$ cat src/rtl/sine_address_gen.sv
// Phase-accumulator address generator feeding the sine/cosine lookup ROM.
// Issues one read per sample tick and a valid strobe aligned to the ROM's registered data.
module sine_address_gen #(
  parameter int PHASE_WIDTH = 16,
  parameter int DEPTH       = 64,
  parameter int DIV_WIDTH   = 16,
  localparam int ADDR_WIDTH = $clog2(DEPTH)
) (
  input  logic                   clk,
  input  logic                   rst,
  input  logic                   start,
  input  logic                   stop,
  input  logic [PHASE_WIDTH-1:0] tuning_word,
  input  logic [DIV_WIDTH-1:0]   sample_div,
  output logic                   rom_en,
  output logic [ADDR_WIDTH-1:0]  rom_address,
  output logic                   sample_valid,
  output logic                   wrap,
  output logic                   busy
);

  typedef enum logic [1:0] {
    IDLE  = 2'd0,
    RUN   = 2'd1,
    DRAIN = 2'd2
  } state_t;

  state_t                 state;
  logic [PHASE_WIDTH-1:0] phase;
  logic [PHASE_WIDTH-1:0] tw_q;
  logic [DIV_WIDTH-1:0]   div_q;
  logic [DIV_WIDTH-1:0]   div_cnt;
  logic [PHASE_WIDTH:0]   phase_sum;

  // Extra bit holds the carry out of the accumulator, which drives wrap.
  assign phase_sum   = {1'b0, phase} + {1'b0, tw_q};

  assign rom_en      = (state == RUN) && (div_cnt == '0);
  assign rom_address = phase[PHASE_WIDTH-1 -: ADDR_WIDTH];
  assign busy        = (state != IDLE);

  always_ff @(posedge clk or posedge rst) begin
    if (rst) begin
      state        <= IDLE;
      phase        <= '0;
      tw_q         <= '0;
      div_q        <= '0;
      div_cnt      <= '0;
      sample_valid <= 1'b0;
      wrap         <= 1'b0;
    end else begin
      sample_valid <= rom_en;
      wrap         <= rom_en && phase_sum[PHASE_WIDTH];
      case (state)
        IDLE: begin
          if (start && !stop) begin
            tw_q    <= tuning_word;
            div_q   <= sample_div;
            phase   <= '0;
            div_cnt <= '0;
            state   <= RUN;
          end
        end
        RUN: begin
          // Stop beats start; a read issued in the stop cycle is still reported next cycle.
          if (stop) begin
            state <= DRAIN;
          end else if (start) begin
            tw_q    <= tuning_word;
            div_q   <= sample_div;
            phase   <= '0;
            div_cnt <= '0;
          end else if (rom_en) begin
            phase   <= phase_sum[PHASE_WIDTH-1:0];
            div_cnt <= div_q;
          end else begin
            div_cnt <= div_cnt - DIV_WIDTH'(1);
          end
        end
        DRAIN: begin
          state <= IDLE;
        end
        default: begin
          state <= IDLE;
        end
      endcase
    end
  end

endmodule

$ cat config.mk
export PLATFORM = sky130hd
export DESIGN_NAME = sine_address_gen
export DESIGN_NICKNAME = d
export VERILOG_FILES = /design/src/rtl/sine_address_gen.sv
export SDC_FILE = /design/constraint.sdc
export NUM_CORES = 1
export LEC_CHECK = 0
export ABC_CLOCK_PERIOD_IN_PS = 2440
export CAP_MARGIN = 25
export CORE_ASPECT_RATIO = 0.75
export CORE_UTILIZATION = 41
export CTS_BUF_LIST = sky130_fd_sc_hd__clkbuf_8 sky130_fd_sc_hd__clkbuf_16
export DETAILED_ROUTE_END_ITERATION = 10
export PLACE_DENSITY_LB_ADDON = 0.15
export SYNTH_ARGS = -nofsm -noshare
export SYNTH_HDL_FRONTEND = slang
export SYNTH_SLANG_ARGS = --single-unit
$ cat constraint.sdc
create_clock -name clk -period 2.44 [get_ports clk]
set_input_delay 0.61 -clock clk [delete_from_list [all_inputs] [get_ports clk]]
set_output_delay 0.61 -clock clk [all_outputs]
set_load 0.01 [all_outputs]
==> notes.md, run 1 <==
Observations from the implementation run.

Critical path:
- The critical path crosses 5 cells after its start point.
- The run gives the cell repeated most along the worst path as or2_4.
- The run gives the critical path launch point type as a flop.
- The launch point of the critical path was reported as div_cnt[12].
- The run gives the launch point of the worst reg-to-reg path as div_cnt[12].
- The worst register-to-register path has a depth of 7.
- The run gives the number of buffer and inverter instances along the worst setup path as 2.
- For this run, the slowest stage of the critical path takes 430 ps.
- The capture point of the worst register-to-register path is recorded as div_cnt[11].
- The setup path with the least slack is of type reg -> out.
- The run gives the maximum fanout count along the critical path as 3.
- The signal on the critical path passes through or2_4 -> or4_4 -> or2_4 -> clkinv_4 -> buf_6.
- STA reports a reg2reg setup slack of 120 ps.
- Per STA, the worst path accumulates the most delay in the family simple AND/OR/NAND/NOR gates.
- The run gives the category of the worst setup path capture point as an output pin.

Final layout:
- The finished cells cover 0.00478 mm².
- The run gives the core utilization of the finished layout as 55.5%.
- The finished design was reported to have a net count of 494.
- By instance count after routing, the leading logic cell types are dfrtp_1 (68), clkdlybuf4s50_1 (44), nand2_1 (42), buf_4 (35), mux2_2 (31).
- The run puts the layout overhead on the synthesized area at 29.7%.
- The run puts the share of post-route cells with drive strength above 1 at 22.7%.

Min path:
- Counting instances, the worst hold path has a depth of 2.
- According to the hold report, the worst path is of the reg -> reg type.

Power and ir drop:
- The run puts the net switching fraction of the power at 31.9%.
- The run gives the portion of total power attributed to combinational logic as 32.5%.
- Per the power-grid run, VDD falls by no more than 0.403 mV.
- The net switching power in the latest report is 1250 µW.
- In this run the power density over the cells is 818 mW/mm².
- The sequential power reported by the tool is 1400 µW.
- The run puts the static leakage at 0.00213 µW.
- Overall power consumption after layout is estimated at 3910 µW.
- The run gives the combinational group power as 1270 µW.
- For the clock group, total power comes out at 1230 µW.
- The flow reports that the clock network draws 31.6% of the design power.
- The largest part of the power goes to sequential cells.

Synth:
- The run puts the summed standard-cell area reported by yosys at 0.00368 mm².
- The synthesized netlist devotes 6.32% of its cell area to adder and majority cells.
- The cell-mix breakdown from Yosys lists the compound-gate area share as 16.9%.
- Yosys reports that the most numerous cell types are dfrtp_1 (68), nand2_1 (42), mux2_2 (31), a21oi_1 (23), o21ai_0 (23).
- The run puts the Yosys warning count at 0.
- Counting every instance in the synthesized netlist gives 365.
- By area the synthesized netlist is led by dfrtp_1 (46%), mux2_2 (9.5%), ha_1 (5.8%), nand2_1 (4.3%), a21oi_1 (3.1%).
- The run gives the netlist area before placement as 0.00368 mm².
- For this run, asynchronously set or reset flops after synthesis account for 100%.
- The run puts the proportion of netlist area held by the largest area contributor at 46.2%.
- The run puts the multiplexer share of the synthesized area at 9.48%.
- The run gives the leading register cell type out of synthesis as dfrtp_1.
- Yosys instantiated no cell more often than dfrtp_1.
- The run puts the post-synthesis cell type count at 49.
- The run gives the XOR/XNOR share of the synthesized area as 3.09%.
- The run puts the mean cell area of the mapped netlist at 10.1 µm².

Clock tree:
- Clock latency on the worst-skew pair, taken at its later pin, is 330 ps.
- The run gives the maximum number of buffers from clock root to sink as 2.
- After clock tree synthesis, the repair step resized 6 gates.
- The run gives the clock tree root driver cell as clkbuf_16.
- TritonCTS built the clock tree.
- Buffers inserted during clock tree synthesis total 9.
- The run puts the number of clock sinks at 68.
- The run puts the deepest level of the CTS H-tree at 3.
- The run puts the hold buffer count at cts at 0.

Run:
- The number of maximum-capacitance violations recorded for the run is 0.
- The run gives the OpenROAD warning count as 27.

Placement:
- Detailed placement ended at an HPWL of 5980 µm.
- The run puts the number of placed instances with taps included at 536.

STA:
- The run puts the shortest clock period the worst path allows after layout at 2410 ps.
- Setup repair after global routing could not meet its margin everywhere.
- For the final routed database, the setup TNS stands at 0 ps.
- The worst path uses 99.0% of the clock period.
- The run gives the worst hold slack after final layout as 491 ps.
- The run gives the final critical-path setup slack as 25.1 ps.
- Endpoints failing hold in the final report were tallied at 0.

Floorplan:
- The run gives the number of ports placed on the die boundary as 46.
- The run puts the core footprint at 0.00860 mm².
- The run gives the pre-placement core utilization as 42.8%.
- The run gives the area of the die as 0.00937 mm².

Detailed routing:
- In the routed design, unresolved DRC markers number 8.
- The run gives the total wire length as 8260 µm.
- For this block, the initial DRC count from the detailed router was 177.
- The script logs the mean routed wire length per placed instance as 14.9 µm.
- The run gives the number of search-and-repair iterations in the first detailed-routing pass as 8.

Status:
- The final reports fail on design-rule violations.
- The run finished, with violations left.

Global route:
- The run puts the maximum number of pins on one net before global-route repair at 69.
- The run puts the sum of overflow across all layers after global routing at 0.
- The run gives the via count of the first global-routing pass as 2972.
[run 1: per-layer routing]
layer  wire, µm  up-vias  track usage [%]
met3        400       10             4.50
li1           -     1454                -
met2       3460       69             28.0
met4         89        0             6.27
met5          0        -                0
met1       4310     1402             29.1
[run 1: flip-flops by register name, summed over array words and instances (netlist names)]
signal and flops:
wrap 1, div_cnt 16, phase 16, div_q 16, sample_valid 1, state 2
tw_q 16
[run 1: cell type report]
cell class / instances / area (µm²) / share of cell area [%]
Tap cell: 108 / 135 / 2.83
Inverter: 13 / 53.8 / 1.13
Sequential cell: 68 / 1700 / 35.6
Clock inverter: 5 / 36.3 / 0.760
Multi-Input combinational cell: 265 / 1820 / 38.1
Timing Repair Buffer: 83 / 774 / 16.2
Clock buffer: 11 / 253 / 5.29
**Run 1: metal layers overlaid**

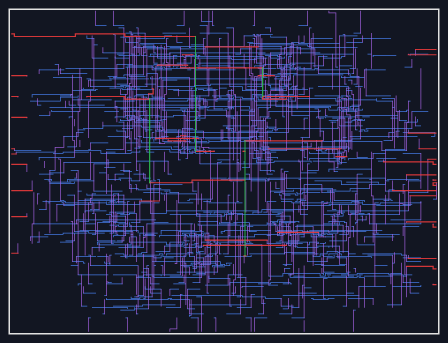
M3: marked red, wire length 400 µm. M2: marked purple, wire length 3460 µm. M1: marked blue, wire length 4310 µm. M4: marked green, wire length 89.1 µm.

**Run 1: logic cells by family**

The bar under the picture is 20 µm long.
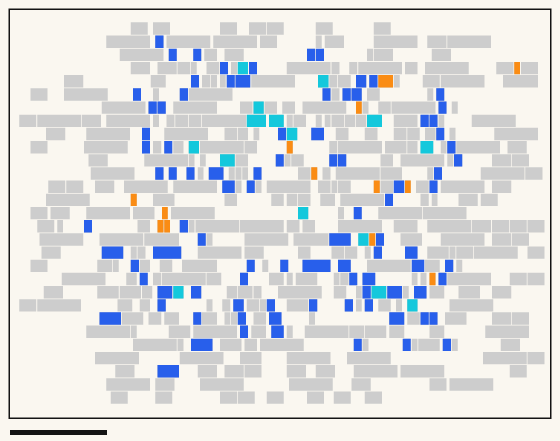
aoi and oai cells: marked blue, cells 92. inv cells: marked orange, cells 13. and/or cells: marked cyan, cells 15.
Comb/total area: 38.1%
most common library cell in the layout ignoring fill and taps: dfrtp_1
Final Non-Filler Cells: 553

**Run 1: where the registers sit**

Other sequential cells in the stronger gray, the rest of the logic in the fainter gray.
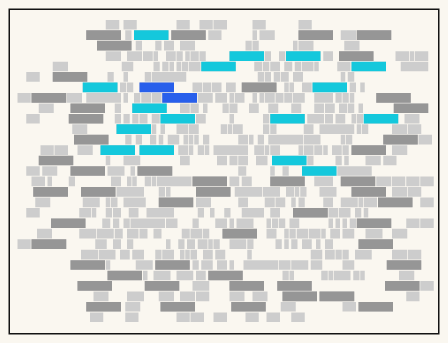
div_cnt: marked cyan, sequential cells 16. state: marked blue, sequential cells 2.
Another 50 sequential cells are not colored.

**Run 1: I/O pins on the die edge**

Pins as bars across the die edge, other pins in gray.
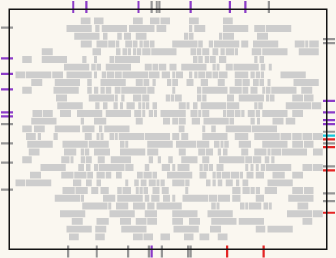
wrap: marked cyan, pins 1, direction output, edge right. sample_div: marked purple, pins 16, direction input, edge 6 top, 5 left, 4 right, 1 bottom. rom_address: marked red, pins 6, direction output, edge 4 right, 2 bottom.
All pins by edge: 16 right, 10 top, 10 left, 10 bottom.
# port buffers: 45
chip width: 111 µm
die height: 84.1 µm

==> run 1 -> run 2 <==
ABC_AREA = 1   (was not set)
ABC_CLOCK_PERIOD_IN_PS = 2200   (was 2440)
clock period = 2.2 ns   (was 2.44 ns; I/O delays follow)
**Run 2: clock wiring as the flow saved it**

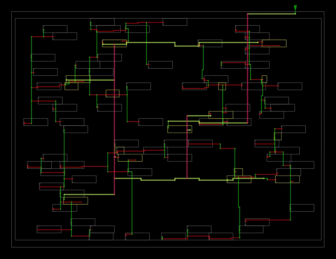
final sequential cell count: 68
TritonCTS sink count: 68
layout clock buffer count: 11

==> notes.md, run 2 <==
Observations from the implementation run.

Status:
- The run finished, with violations left.
- The checks that failed: negative setup slack.

Placement:
- After legalization and detailed placement, the total HPWL measured 7780 µm.
- After detailed placement, the total cell area comes to 0.00495 mm².
- The run gives the number of placed instances with taps included as 773.
- The run gives the final weighted congestion of routability-driven global placement as 0.905.
- As logged by OpenROAD, the buffers inserted on ports number 45.
- The run gives the pre-CTS setup slack as -292 ps.

Detailed routing:
- The run puts the average routed wire per standard cell at 13.4 µm.
- The run puts the vias per cell at 4.79.
- Per the detailed-route log, wirelength across all metal layers totals 10600 µm.
- The run gives the number of search-and-repair iterations in the first detailed-routing pass as 5.
- The count of nets left with antenna violations once routing finished came out at 0.
- The run gives the number of DRC violations after detailed routing as 0.
- The run puts the number of DRC markers in iteration 0 at 268.

Synth:
- In the synthesized netlist the async set-or-reset flop fraction comes to 100%.
- The run puts the multiplexer share of the synthesized area at 0%.
- The run gives the cell taking the most area after synthesis as dfrtp_1.
- The run gives the post-synthesis cell type count as 33.
- After synthesis, the mean cell area works out to 7.15 µm².
- In the synthesized netlist, the cells that appear most often are nand2_1 (241), inv_1 (69), dfrtp_1 (68), nand3_1 (43), nor2_1 (41).
- The run puts the fraction of the mapped netlist area in compound gates at 6.02%.
- The run gives the proportion of netlist area held by the largest area contributor as 40.5%.
- Summing the areas of all fa, ha and maj instances in the mapped netlist gives 5.54% of the synthesized area.
- Yosys shows that the main logic family after synthesis is simple AND/OR/NAND/NOR gates.
- The run gives the Yosys warning count as 0.
- The run gives the post-synthesis cell type with the largest instance count as nand2_1.
- The main area contributors are dfrtp_1 (41%), nand2_1 (22%), inv_1 (6.2%), nand3_1 (5.1%), ha_1 (5.1%).
- Summing the areas of all xor and xnor instances in the mapped netlist gives 1.88% of the synthesized area.
- In the synthesis report, Yosys lists the chip area as 0.00420 mm².
- The commonest register cell is dfrtp_1.
- The run gives the netlist area before placement as 0.00420 mm².
- The run puts the sequential area share after synthesis at 40.5%.
- The run puts the post-synth tally of flip-flops with integrated enable at 0.
- Per the post-synthesis report, the number of cells in the design is 587.
- The run gives the number of cell instances after yosys synthesis as 587.
- The number of nets handed over by synthesis was 641.

Final layout:
- The run gives the fraction of area in multi-input gates as 40.2%.
- The area taken by sequential standard cells is reported as 0.00170 mm².
- After filler insertion, the fill cell instance count of the layout stands at 981.
- The top cell type in the final layout, fill and taps aside, is nand2_1.
- The run gives the sequential cell area share as 32.1%.
- The run puts the net count of the finished layout at 710.
- The most common logic cells in the final layout are nand2_1 (239), dfrtp_1 (68), inv_1 (65), clkdlybuf4s50_1 (44), nand3_1 (43).
- The count of cells in the finished layout, fillers not included, comes to 793.
- The run gives the final design instance area without fill as 0.00531 mm².
- Between the synthesized netlist and the finished layout, the area growth was recorded as 26.4%.
- The run puts the clock-cell share of area at 5.45%.
- Leaving out the clock tree, the finished layout contains an inverter count of 75.
- The layout has 75 buffers outside the clock class.
- The run gives the core utilization of the finished layout as 54.1%.
- The run puts the share of post-route cells with drive strength above 1 at 13.3%.
- The run puts the multi-input gate area in the final layout at 0.00214 mm².
- The run gives the dominant kind of cell by area as logic gates.
- The final antenna diode tally reported by the flow is 0.
- The run puts the fraction of area in non-clock buffers at 13.7%.
- The run puts the number of logic gates at 427.

Critical path:
- The run gives the maximum fanout count along the critical path as 2.
- The run gives the endpoint required time on the critical path as 1650 ps.
- In this run the register-to-register setup slack is 280 ps.
- The signal on the critical path passes through nor2_1 -> nand2_4 -> nor2_4 -> nand4_1 -> nor2_2 -> nand2_2 -> inv_2 -> buf_6.
- The run gives the path type of the worst setup path as reg -> out.
- For the worst reg-to-reg path, the endpoint reported by OpenROAD is phase[6].
- The run gives the launch point of the worst reg-to-reg path as div_cnt[3].
- STA classifies the critical path endpoint as an output pin.
- The worst setup path is launched from a flop.
- The run gives the largest incremental delay on the critical path as 400 ps.
- The run puts the path depth of the worst reg2reg path at 9.
- The run gives the critical-path cell with the highest stage delay as dfrtp_1.
- The run gives the worst setup path startpoint as div_cnt[3].
- The run puts the data arrival time at the worst-slack endpoint at 1670 ps.

Global route:
- The first global-routing pass estimated 17600 µm of wire.
- The run gives the sum of overflow across all layers after global routing as 0.
- The run gives the via count of the first global-routing pass as 3534.
- Entering global routing, the biggest net connects 38 pins.
- The run gives the initial antenna violation count as 0.
- The run puts the aggregate global-route resource usage at 21.9%.

Clock tree:
- The run puts the cell resize tally after clock tree synthesis at 15.
- The run gives the clock input transition at the sequential cells of the worst setup and hold paths as 60 ps.
- The run gives the number of clock buffers inserted by TritonCTS as 9.
- Per the repair_timing log after CTS, setup buffers inserted total 4.
- The run puts the maximum number of buffers from clock root to sink at 2.
- The run gives the clock tree root driver cell as clkbuf_16.
- TritonCTS built the clock tree.
- The run gives the clock insertion delay at the later pin of the skew report as 350 ps.
- The run gives the deepest level of the CTS H-tree as 3.
- The run gives the hold buffer count at cts as 0.

Run:
- The run puts the max-capacitance violation count at 0.
- The run gives the OpenROAD warning count as 28.

Min path:
- The run gives the worst min-delay path category as reg -> reg.
- In the hold timing report, the worst path depth is 2.
- Hold analysis lists the worst path endpoint as tw_q[14].
- The run gives the startpoint of the lowest-slack hold path as tw_q[14].

Floorplan:
- The run puts the pre-placement core utilization at 42.8%.
- The run puts the well-tap cell count at 132.
- The run puts the core footprint at 0.00981 mm².
- From bottom edge to top edge, the die measures 89.6 µm.
- The run gives the area of the die as 0.0107 mm².
- The die is 119 µm wide.
- The run gives the number of ports placed on the die boundary as 46.
- The run gives the floorplan row count as 31.

Power and ir drop:
- In this run the static leakage power is 0.00283 µW.
- The flow reports power dissipated in sequential cells as 1660 µW.
- The run gives the share of power burned in the clock network as 25.6%.
- The dominant power group in this design is combinational cells.
- The internal power of the cells totals 3300 µW.
- The report lists the power per cell area as 1040 mW/mm².
- The run gives the register share of total power as 30.2%.
- Combinational cells account for 44.1% of the total power.
- The run puts the peak supply drop at 0.418 mV.
- The run gives the total clock network power as 1410 µW.
- The run gives the net switching fraction of the power as 39.9%.
- The power report puts the net switching power at 2200 µW.
- The run puts the combinational group power at 2430 µW.

STA:
- The run gives the max-slew headroom at the worst pin as 63.0%.
- OpenROAD reports that the post-layout worst path occupies 101% of the period.
- The run puts the final critical-path setup slack at -18.7 ps.
- Setup repair after global routing could not meet its margin everywhere.
- The run puts the total of endpoints with negative setup slack in the final report at 1.
- The run gives the final-report hold violation count as 0.
- The run puts the shortest clock period the worst path allows after layout at 2220 ps.
- The run puts the number of slew-limit violations in the final report at 0.
- The run puts the worst hold slack after final layout at 488 ps.
- The run gives the largest clock skew in the final design as 8.51 ps.
**Run 2: I/O pins on the die edge**

Pins as bars across the die edge, other pins in gray.
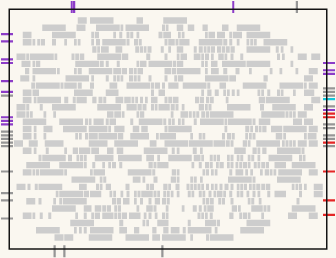
sample_div: marked purple, pins 16, direction input, edge 9 left, 4 right, 3 top. rom_address: marked red, pins 6, direction output, edge right. wrap: marked cyan, pins 1, direction output, edge right.
All pins by edge: 20 right, 19 left, 4 top, 3 bottom.

[run 2: layer usage]
| metal | routed length, µm | vias up | track usage (%) |
|---|---|---|---|
| met5 | 0 | - | 0 |
| met4 | 122 | 0 | 6.21 |
| met3 | 645 | 10 | 5.93 |
| met2 | 4110 | 104 | 31.2 |
| met1 | 5770 | 1730 | 32.4 |
| li1 | - | 1953 | - |
[run 2: worst max-delay path: cells and delay by family (launching register included)]
kind                   cells  cell delay, ps
buffers and inverters      2             170
DFF                        1             400
and+or+nand+nor            6             750
[run 2: per-stage QoR]
stage | total power (µW) | TNS [ps]
2_1_floorplan | 3170 | 0
3_3_place_gp | 3880 | -202
3_5_place_dp | 3920 | -292
4_1_cts | 5470 | -47.5
5_1_grt | 5920 | -146
6_report | 5500 | -18.7
==> run 2 -> run 3 <==
CORE_UTILIZATION = 29   (was 41)
**Run 3: logic cells by family**

The bar under the picture is 50 µm long.
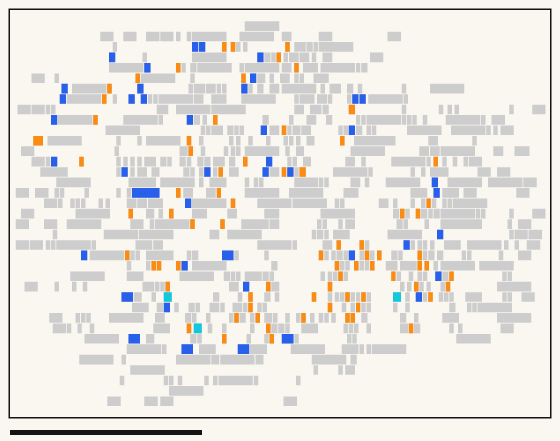
Final Non-Filler Cells: 860
Comb/total area: 39.5%
most common library cell in the layout ignoring fill and taps: nand2_1

==> notes.md, run 3 <==
Observations from the implementation run.

Global route:
- Entering global routing, the biggest net connects 69 pins.
- The run puts the via count of the first global-routing pass at 3734.
- The run puts the sum of overflow across all layers after global routing at 0.
- The initial antenna violation count was 0.
- The run gives the aggregate global-route resource usage as 16.1%.
- The first global-routing pass estimated 18500 µm of wire.

Placement:
- The run puts the HPWL reported at the end of detailed placement at 8080 µm.
- In this run, placement finished with an instance count of 839.
- The run puts the pre-CTS setup slack at -203 ps.
- The placement summary gives the final routability congestion estimate as 0.846.
- The run gives the instance area after placement as 0.00502 mm².
- The run gives the number of buffers inserted by port buffering as 45.

Run:
- The run puts the OpenROAD warning count at 28.
- The report counts max-capacitance violations totalling 0.

Synth:
- The run puts the Yosys warning count at 0.
- The run puts the fraction of registers with async set or reset after synthesis at 100%.
- The run puts the post-synth tally of flip-flops with integrated enable at 0.
- The run puts the post-synthesis cell type count at 33.
- The run gives the multiplexer share of the synthesized area as 0%.
- The run gives the netlist area before placement as 0.00420 mm².
- The run puts the summed standard-cell area reported by yosys at 0.00420 mm².
- The run gives the number of cell instances after yosys synthesis as 587.
- The run gives the synthesized flop and latch total as 68.
- The run gives the XOR/XNOR share of the synthesized area as 1.88%.
- The run gives the number of nets produced by synthesis as 641.
- The run gives the leading register cell type out of synthesis as dfrtp_1.
- The run gives the post-synthesis cell type with the largest instance count as nand2_1.
- dfrtp_1 takes more of the synthesized area than any other cell.
- The run puts the share of synthesized cell area in full adder, half adder and majority cells at 5.54%.
- The synthesis run shows the most used standard cells to be nand2_1 (241), inv_1 (69), dfrtp_1 (68), nand3_1 (43), nor2_1 (41).
- The run puts the fraction of the mapped netlist area in simple logic gates at 36.5%.
- The run puts the fraction of the mapped netlist area in compound gates at 6.02%.
- The run gives the sequential area share after synthesis as 40.5%.
- The run puts the proportion of netlist area held by the largest area contributor at 40.5%.
- For reference, the top logic cell family by area is simple AND/OR/NAND/NOR gates.
- By area the synthesized netlist is led by dfrtp_1 (41%), nand2_1 (22%), inv_1 (6.2%), nand3_1 (5.1%), ha_1 (5.1%).
- The synthesized instance count is 587.
- Per the post-synthesis stats, the area per cell is 7.15 µm².

Final layout:
- The run gives the clock-cell share of area as 5.82%.
- The run puts the multi-input gate area in the final layout at 0.00215 mm².
- According to the finish report, the design has a final net count of 715.
- The run gives the number of sequential cells in the layout as 68.
- The run gives the clock buffer instance count of the final layout as 10.
- The post-route netlist has 13.7% of its cells at a drive strength greater than 1.
- The run puts the total area of sequential cells at 0.00170 mm².
- The run gives the inverter tally of the final layout excluding the clock network as 75.
- The run gives the sequential cell area share as 31.3%.
- The run gives the diode insertion count for antenna repair as 0.
- The library cells used most frequently in the layout, excluding fill and tap cells, are nand2_1 (239), dfrtp_1 (68), inv_1 (66), clkdlybuf4s50_1 (44), nand3_1 (43).
- For this run, combinational gates with multiple inputs come to 427.
- The run puts the layout overhead on the synthesized area at 29.5%.
- Ranked by total area, the top cell class in this layout is logic gates.
- The run gives the final-layout fill cell count as 1469.
- The run puts the core utilization of the finished layout at 39.0%.
- The run puts the fraction of area in non-clock buffers at 13.6%.
- The run puts the non-clock buffer count in the final layout at 80.
- The run gives the final design instance area without fill as 0.00544 mm².

Clock tree:
- The run gives the hold buffer count at cts as 0.
- Clock-pin slew was measured on the worst setup and hold paths at 60 ps.
- The run gives the clock tree root driver cell as clkbuf_16.
- The run puts the number of clock buffers inserted by TritonCTS at 9.
- The run puts the number of clock sinks at 68.
- The run puts the clock insertion delay at the later pin of the skew report at 340 ps.
- The run gives the deepest level of the CTS H-tree as 3.
- The run gives the maximum number of buffers from clock root to sink as 2.
- TritonCTS built the clock tree.

Critical path:
- The run gives the category of the worst setup path capture point as an output pin.
- The run gives the worst setup path endpoint as rom_en.
- The run gives the worst setup path startpoint as div_cnt[6].
- The run puts the slack of the worst reg-to-reg path at 350 ps.
- The run gives the critical path launch point type as a flop.
- The OpenROAD report gives the critical path a data arrival time of 1620 ps.
- The run gives the launch point of the worst reg-to-reg path as div_cnt[1].
- The worst setup path is of the reg -> out kind.
- At the worst endpoint, the required time is 1650 ps.
- Max fanout on the critical path was recorded as 3.
- In this run the critical register-to-register path is captured at phase[6].
- The run gives the path depth of the worst reg2reg path as 10.

Power and ir drop:
- The run gives the static leakage as 0.00288 µW.
- The run puts the peak supply drop at 0.478 mV.
- The run puts the power per cell area at 1040 mW/mm².
- The run gives the power consumption as 5670 µW.

STA:
- The tightest hold path in the finished design has a slack of 483 ps.
- The run gives the actual transition at the worst max-transition pin as 382 ps.
- The run gives the number of slew-limit violations in the final report as 0.
- The run gives the final-report hold violation count as 0.
- Setup repair after global routing could not meet its margin everywhere.
- The run puts the largest clock skew in the final design at 6.90 ps.
- The critical path in the final layout is reported with a setup slack of 30.5 ps.
- The run puts the highest clock frequency the design can meet at 0.461 GHz.
- The run gives the max-slew headroom at the worst pin as 74.5%.
- The routed design could run at a clock period as short as 2170 ps.
- The final timing summary puts the cycle share of the worst path at 98.6%.
- The run gives the total negative setup slack as 0 ps.
- The final report lists the setup-violating endpoint count as 0.

Min path:
- Hold analysis shows the worst path with a depth of 2.
- STA lists the startpoint of the worst hold path as div_q[0].
- The endpoint of the worst hold path is reported as div_q[0].
- The run gives the worst min-delay path category as reg -> reg.

Detailed routing:
- Per the detail_route report, vias per standard cell equal 4.37.
- Once iteration 0 of detailed routing completed, the report listed 258 DRC markers.
- In this run the remaining antenna-violating nets after routing total 0.
- The run gives the number of search-and-repair iterations in the first detailed-routing pass as 5.
- The routed design has 11000 µm of wire.
- The run gives the number of DRC violations after detailed routing as 0.
- The run puts the average routed wire per standard cell at 12.7 µm.
- The routed layout has 3759 vias.

Floorplan:
- The run puts the core footprint at 0.0139 mm².
- In this run the full chip footprint comes out at 0.0150 mm².
- Per the OpenROAD floorplan log, the height of the die is 106 µm.
- For this floorplan the total number of well-tap instances is 195.
- The floorplan has 37 rows.
- The run gives the horizontal die dimension as 141 µm.
- The run puts the pre-placement core utilization at 30.1%.
- The run puts the number of ports placed on the die boundary at 46.

Status:
- The run finished with clean final reports.
**Run 3: metal layers overlaid**

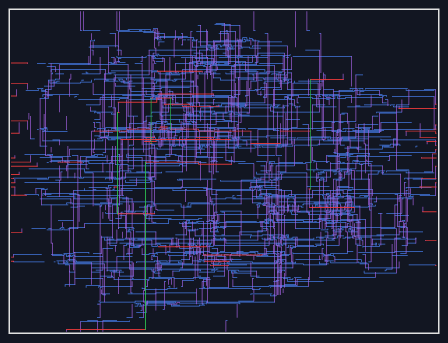
M4: marked green, wire length 150 µm. M1: marked blue, wire length 6140 µm. M2: marked purple, wire length 4210 µm. M3: marked red, wire length 449 µm.

run 3: cell counts after synthesis:
Identical to the previous run, type by type.
run 3: timing repair:
item	CTS	global route
resized	11	9
cloned	0	0
buffers inserted	4	2
endpoints found under the setup margin	1	1
pin swaps	3	3
run 3: critical path: stages (launching register included):
cell and delay (ps):
dfrtp_1 410, nor2_4 140, nand2_1 100, nor2_4 120
nand4_1 120, nor2_2 140, nand2_2 90, inv_2 80
buf_6 100
run 3: power by group:
part	switching [µW]	leakage, µW	internal [µW]
Combinational	1420	0.00183	1020
Clock	553	0.000160	1010
Sequential	184	0.000890	1490
run 3: routing by layer:
metal | wire (µm) | GRT usage, %
met5 | 0 | 0
met4 | 149 | 5.51
met3 | 449 | 3.29
met2 | 4210 | 21.7
met1 | 6140 | 24.8
No activity file was given, so power comes from the tool's default toggle rates.
